`config.mk`:
```
export PLATFORM = sky130hd
export DESIGN_NAME = serial_subtractor_flat
export DESIGN_NICKNAME = d
export VERILOG_FILES = /design/src/rtl/serial_subtractor_if.sv /design/src/rtl/serial_subtractor.sv /design/src/flat_wrapper.sv
export SDC_FILE = /design/constraint.sdc
export NUM_CORES = 1
export LEC_CHECK = 0
export CORE_MARGIN = 2
export CORE_UTILIZATION = 47
export DETAILED_ROUTE_END_ITERATION = 10
export PLACE_DENSITY = 0.75
export SYNTH_ARGS = -nofsm -noshare
export SYNTH_HDL_FRONTEND = slang
export SYNTH_SLANG_ARGS = --single-unit
export TNS_END_PERCENT = 100
```
`constraint.sdc`:
```
create_clock -name clk -period 1.55 [get_ports clk]
set_input_delay 0.3875 -clock clk [delete_from_list [all_inputs] [get_ports clk]]
set_output_delay 0.3875 -clock clk [all_outputs]
set_load 0.1 [all_outputs]
```
`src/rtl/serial_subtractor_if.sv`:
```
// ============================================================================
// Module   : serial_subtractor_if
// Purpose  : Request/result bundle for serial_subtractor. The bin signal
//            exists only when SERIAL_SUB_BORROW_IN_EN is defined.
// Revision : 1.0  initial release
// ============================================================================
`default_nettype none

interface serial_subtractor_if #(
   parameter int WIDTH = 8
);
   logic             start;
   logic [WIDTH-1:0] a;
   logic [WIDTH-1:0] b;
`ifdef SERIAL_SUB_BORROW_IN_EN
   logic             bin;
`endif
   logic [WIDTH-1:0] diff;
   logic             bout;
   logic             busy;
   logic             done;

`ifdef SERIAL_SUB_BORROW_IN_EN
   modport master (output start, a, b, bin, input diff, bout, busy, done);
   modport slave  (input start, a, b, bin, output diff, bout, busy, done);
`else
   modport master (output start, a, b, input diff, bout, busy, done);
   modport slave  (input start, a, b, output diff, bout, busy, done);
`endif
endinterface

`default_nettype wire

```
`src/rtl/serial_subtractor.sv`:
```
// ============================================================================
// Module   : serial_subtractor
// Purpose  : Bit-serial LSB-first subtractor, diff = a - b (- bin), one bit
//            per clock. Define SERIAL_SUB_BORROW_IN_EN to add the bin input.
// Revision : 1.0  initial release
// ============================================================================
`default_nettype none

module serial_subtractor #(
   parameter int WIDTH = 8
) (
   input  logic               clk,
   input  logic               rst,
   serial_subtractor_if.slave bus
);
   localparam int            CW   = (WIDTH > 1) ? $clog2(WIDTH) : 1;
   localparam logic [CW-1:0] LAST = CW'(WIDTH - 1);

   typedef enum logic [1:0] {
      IDLE = 2'd0,
      RUN  = 2'd1,
      DONE = 2'd2
   } state_t;

   state_t           state;
   state_t           state_nxt;
   logic [WIDTH-1:0] sa;
   logic [WIDTH-1:0] sb;
   logic [WIDTH-1:0] res;
   logic             borrow;
   logic [CW-1:0]    cnt;

   logic seed;
   logic d1, b1, d, b2, borrow_nxt;
   logic last_bit;

`ifdef SERIAL_SUB_BORROW_IN_EN
   assign seed = bus.bin;
`else
   assign seed = 1'b0;
`endif

   // Full subtractor built from two cascaded half subtractors
   assign d1         = sa[0] ^ sb[0];
   assign b1         = ~sa[0] & sb[0];
   assign d          = d1 ^ borrow;
   assign b2         = ~d1 & borrow;
   assign borrow_nxt = b1 | b2;
   assign last_bit   = (cnt == LAST);

   always_comb begin
      state_nxt = state;
      case (state)
         IDLE:    if (bus.start) state_nxt = RUN;
         RUN:     if (last_bit)  state_nxt = DONE;
         DONE:    state_nxt = bus.start ? RUN : IDLE;
         default: state_nxt = IDLE;
      endcase
   end

   always_ff @(posedge clk or posedge rst) begin
      if (rst) begin
         state    <= IDLE;
         sa       <= '0;
         sb       <= '0;
         res      <= '0;
         borrow   <= 1'b0;
         cnt      <= '0;
         bus.diff <= '0;
         bus.bout <= 1'b0;
         bus.busy <= 1'b0;
         bus.done <= 1'b0;
      end else begin
         state    <= state_nxt;
         // busy/done are registered copies of the next state so outputs stay flop-driven
         bus.busy <= (state_nxt == RUN);
         bus.done <= (state_nxt == DONE);
         case (state)
            IDLE, DONE: begin
               if (bus.start) begin
                  sa       <= bus.a;
                  sb       <= bus.b;
                  res      <= '0;
                  borrow   <= seed;
                  cnt      <= '0;
                  bus.diff <= '0;
                  bus.bout <= 1'b0;
               end
            end
            RUN: begin
               sa     <= sa >> 1;
               sb     <= sb >> 1;
               res    <= {d, res[WIDTH-1:1]};
               borrow <= borrow_nxt;
               if (last_bit) begin
                  bus.diff <= {d, res[WIDTH-1:1]};
                  bus.bout <= borrow_nxt;
               end else begin
                  cnt <= cnt + CW'(1);
               end
            end
            default: ;
         endcase
      end
   end
endmodule

`default_nettype wire

```
`src/flat_wrapper.sv`:
```
// flat-port wrapper written by rule: the top's interface ports become plain ports
module serial_subtractor_flat 
#(
   parameter int WIDTH = 8
)
  (clk, rst, bus_start, bus_a, bus_b, bus_diff, bus_bout, bus_busy, bus_done);
  serial_subtractor_if #(.WIDTH(WIDTH)) bus_i ();
  input  logic clk;
  input  logic rst;
  input wire logic [$bits(bus_i.start)-1:0] bus_start;
  input wire logic [$bits(bus_i.a)-1:0] bus_a;
  input wire logic [$bits(bus_i.b)-1:0] bus_b;
  output wire logic [$bits(bus_i.diff)-1:0] bus_diff;
  output wire logic [$bits(bus_i.bout)-1:0] bus_bout;
  output wire logic [$bits(bus_i.busy)-1:0] bus_busy;
  output wire logic [$bits(bus_i.done)-1:0] bus_done;
  assign bus_i.start = bus_start;
  assign bus_i.a = bus_a;
  assign bus_i.b = bus_b;
  assign bus_diff = bus_i.diff;
  assign bus_bout = bus_i.bout;
  assign bus_busy = bus_i.busy;
  assign bus_done = bus_i.done;
  serial_subtractor #(.WIDTH(WIDTH)) u_core (.clk(clk), .rst(rst), .bus(bus_i));
endmodule
```
Fig. 1: run 1, clock distribution
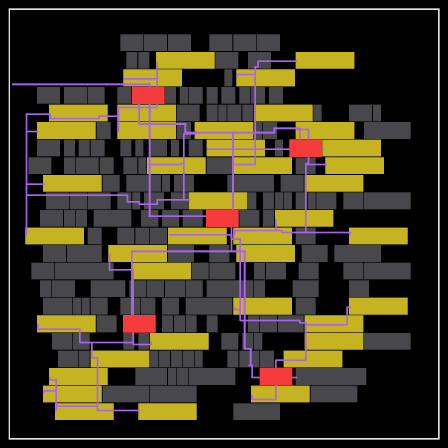
legend:
  yellow:
    item: flip-flops
    count: 40
  red:
    item: cells driving clock nets
    count: 5
  purple:
    item: clock wires
    length: 496 um
flops lie: spread over the die
routed clock nets: 6

Fig. 2: run 1, gate families picked out
The bar under the picture is 20 um long.
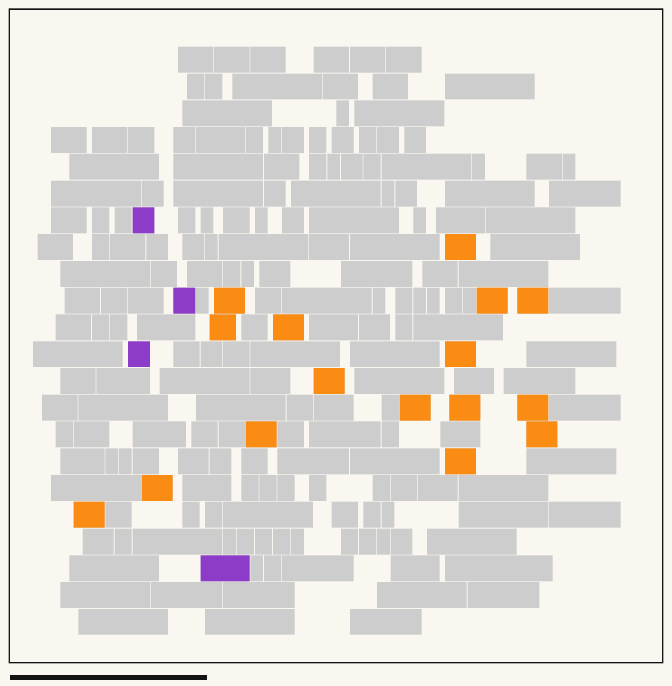
legend:
  orange:
    family: AND-OR and OR-AND gates
    cells: 16
    most_used: a22o_1
  purple:
    family: NOR gates
    cells: 4
    most_used: nor2b_1
    where: left middle

Fig. 3: run 1, wiring by layer
The bar under the picture is 20 um long.
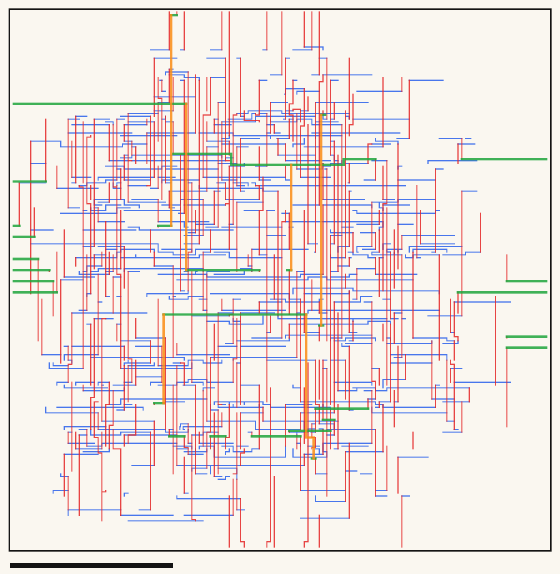
legend:
  blue:
    layer: met1
    wire_length: 1,700 um
  red:
    layer: met2
    wire_length: 2,110 um
  orange:
    layer: met4
    wire_length: 115 um
  green:
    layer: met3
    wire_length: 162 um

Fig. 4: run 1, routing congestion map
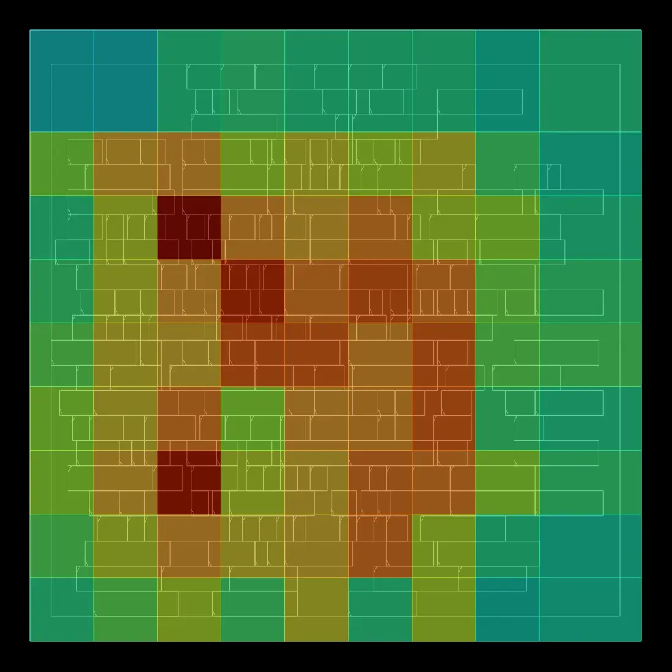
M3 GR Usage: 4.26%
global-route met1 utilization: 23.7%
fin util: 67.5%
global route hottest layer: met2
Tot GR Track Use: 21.0%

==> notes.md, run 1 <==
fresh numbers from the pnr run: run status=finished with violations, violated checks=negative setup slack, worst path setup slack after routing=-19.7 ps, final hold slack=438 ps, dominant register cell in the synthesized netlist=dfrtp_1, netlist area before placement=between 0.0015 and 0.002 sq mm, Die Height=between 60 and 70 um, combinational power=2860 uW, Tapcells=48, adder-cell area share of the yosys netlist=roughly 2.5%, largest registers=u_core.bus.diff: 8 flops, u_core.sa: 8 flops, u_core.sb: 8 flops, Critical Path Stages=5, total setup violations reported at the end of the flow=2, area fraction of the dominant cell type after synthesis=between 50% and 60%, Logic inverters=15, Mux area share=7.28%, initial core utilization=a little under 50%, sum of net half-perimeters after detailed placement=~2.8 mm, Net Sw Power=approximately 2300 uW, number of cells in the yosys synthesis report=168, critical path arrival=1760 ps, switching share of power=around two fifths, CP Capture Type=register, Fin Clk Skew=around 10 ps, fin nets=228
==> run 2, diff against run 1 <==
--- a/config.mk
+++ b/config.mk
@@ -6,9 +6,9 @@
 export NUM_CORES = 1
 export LEC_CHECK = 0
 export CORE_MARGIN = 2
-export CORE_UTILIZATION = 47
+export CORE_UTILIZATION = 35
 export DETAILED_ROUTE_END_ITERATION = 10
-export PLACE_DENSITY = 0.75
+export GPL_ROUTABILITY_DRIVEN = 0
 export SYNTH_ARGS = -nofsm -noshare
 export SYNTH_HDL_FRONTEND = slang
 export SYNTH_SLANG_ARGS = --single-unit
==> run 2 against run 1 <==
Effect of this change: the flow still finishes with violations (negative setup slack); sequential share of layout area rose by 0.18 points; largest power group unchanged; non-clock buffer count increased by 2; sequential power about the same; clock-buffer cell count unchanged.
==> notes.md, run 2 <==
fresh numbers from the pnr run: area fraction of the dominant cell type after synthesis=54.9% (unchanged), most common logic cell in the routed design=dfrtp_1, total setup violations reported at the end of the flow=2 (unchanged), initial core utilization=35.9% (-13 points), run status=finished with violations, final hold slack=465 ps (+26.5 ps), netlist area before placement=0.00182 sq mm (unchanged), non-filler instance count after layout=~280, number of cells in the yosys synthesis report=168 (unchanged), sum of net half-perimeters after detailed placement=2.46 mm (-13%), iteration-0 DRC count of the detailed router=between 40 and 50, Mux area share=7.28% (unchanged), violated checks=negative setup slack, global route hottest layer=met2, net count after synthesis=around 190, minimum setup slack among reg-to-reg paths=-6 ps, crit path launch type=register, DP Area=0.00238 sq mm, hold violation total from the final report=0, M3 GR Usage=2.73% (-1.5 points), critical path arrival=1730 ps (-30 ps), total number of placement rows=26, pins over their slew limit=0, switching share of power=41.7% (about the same), met2 demand-to-capacity share in global routing=between 20 and 25%, Internal Dissipation=3070 uW, Logic inverters=15 (unchanged), synthesis-to-layout area growth=36.1%, critical-path maximum fanout=2, largest registers=u_core.bus.diff: 8 flops, u_core.sa: 8 flops, u_core.sb: 8 flops, fin nets=230 (+0.88%), Critical Path Stages=5 (unchanged), combinational power=2780 uW (-3%), Tapcells=70 (+46%), CP Capture Type=register, Fin Clk Skew=7.29 ps (-3.09 ps), Tot GR Track Use=12.5% (-8.5 points), worst path setup slack after routing=-6.43 ps (+13.3 ps), Die Height=76.1 um (+15%), Period Utilization, post-route=100%, adder-cell area share of the yosys netlist=2.47% (unchanged), Register-to-Register Path Depth=5
Fig. 5: run 2, routing congestion map
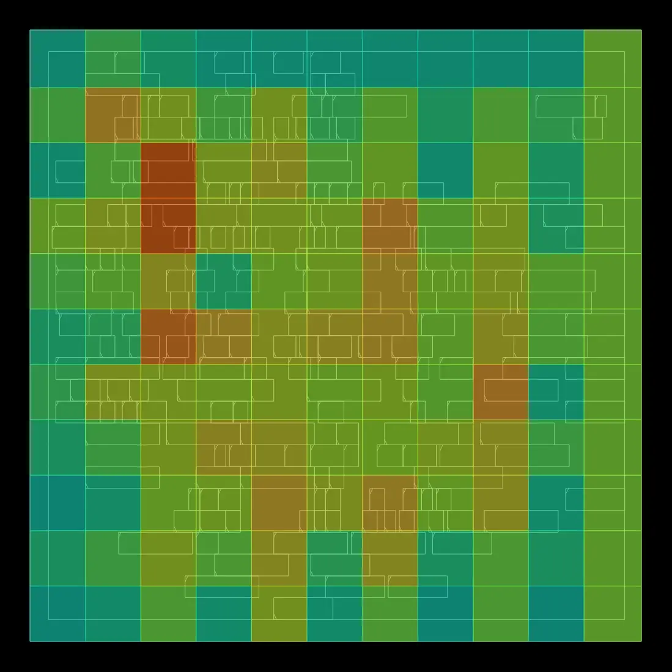
global-route met1 utilization: 16.5%
fin util: 48.9%

Fig. 6: run 2, wiring by layer
The bar under the picture is 20 um long.
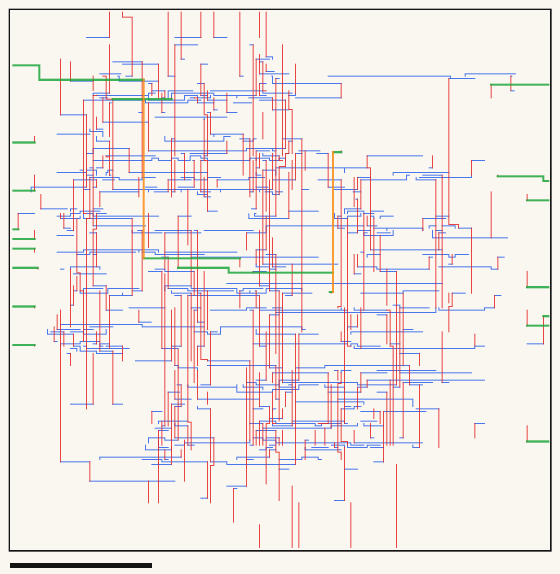
legend:
  red:
    layer: met2
    wire_length: 1,680 um
  orange:
    layer: met4
    wire_length: 44.9 um
  blue:
    layer: met1
    wire_length: 1,640 um
  green:
    layer: met3
    wire_length: 117 um

==> run 3, diff against run 2 <==
--- a/config.mk
+++ b/config.mk
@@ -9,6 +9,7 @@
 export CORE_UTILIZATION = 35
 export DETAILED_ROUTE_END_ITERATION = 10
 export GPL_ROUTABILITY_DRIVEN = 0
+export PLACE_DENSITY = 0.55
 export SYNTH_ARGS = -nofsm -noshare
 export SYNTH_HDL_FRONTEND = slang
 export SYNTH_SLANG_ARGS = --single-unit
==> run 3 against run 2 <==
Effect of this change: the run still ends with negative setup slack left; global-route usage is 1.4 points higher; critical path depth stayed put; critical path type unchanged; cell area grew 1.5%; largest cell class unchanged; worst setup slack improved by 0.76 ps; maximum frequency about the same; highest routed layer unchanged; sequential cell count is the same; combinational power about the same; non-clock buffer count grew 2; synthesized area stayed put; hold slack worse by 30 ps.
==> notes.md, run 3 <==
fresh numbers from the pnr run: net count after synthesis=190 (unchanged), fin util=49.6% (+0.71 points), netlist area before placement=0.00182 sq mm (unchanged), adder-cell area share of the yosys netlist=2.47% (unchanged), fin nets=232 (+0.87%), Period Utilization, post-route=100% (about the same), met2 demand-to-capacity share in global routing=23.3% (+2.9 points), Die Height=76.1 um (unchanged), largest registers=u_core.bus.diff: 8 flops, u_core.sa: 8 flops, u_core.sb: 8 flops, Tapcells=70 (unchanged), switching share of power=41.8% (+0.086 points), Fin Clk Skew=10.5 ps (+3.24 ps), Mux area share=7.28% (unchanged), violated checks=negative setup slack, total setup violations reported at the end of the flow=1 (-1), initial core utilization=35.9% (unchanged), synthesis-to-layout area growth=38.1%, Internal Dissipation=3140 uW (+2.4%), crit path launch type=register, total number of placement rows=26 (unchanged), run status=finished with violations, minimum setup slack among reg-to-reg paths=-6 ps (about the same), sum of net half-perimeters after detailed placement=2.59 mm (+5.4%), global route hottest layer=met2, worst path setup slack after routing=-5.67 ps (+0.757 ps), number of cells in the yosys synthesis report=168 (unchanged), DP Area=0.00238 sq mm (unchanged), critical-path maximum fanout=2 (unchanged)
Fig. 7: run 3, wiring by layer
The bar under the picture is 20 um long.
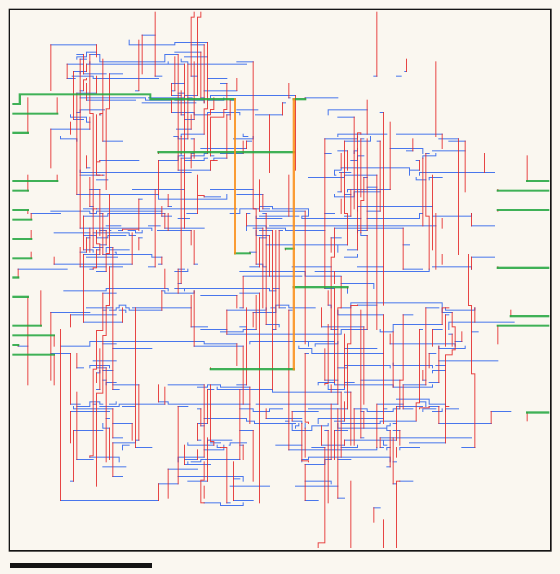
legend:
  blue:
    layer: met1
    wire_length: 1,640 um
  red:
    layer: met2
    wire_length: 1,830 um
  green:
    layer: met3
    wire_length: 161 um
  orange:
    layer: met4
    wire_length: 59.8 um

Fig. 8: run 3, cell density map
8 x 8 tiles, from dark blue (low) to red (high), 0 to 100% covered.
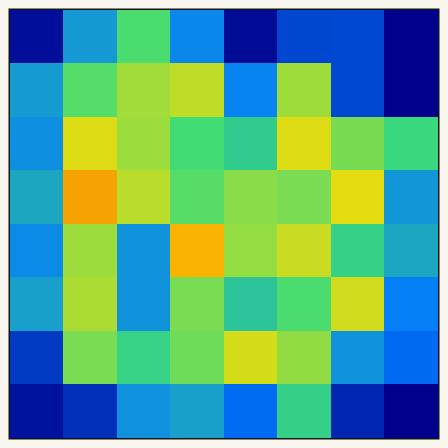
nearly empty tiles: 4.7%
emptiest ninth of the die: top right
fullest tile: 82%

Power is estimated from default activity; no workload was simulated.
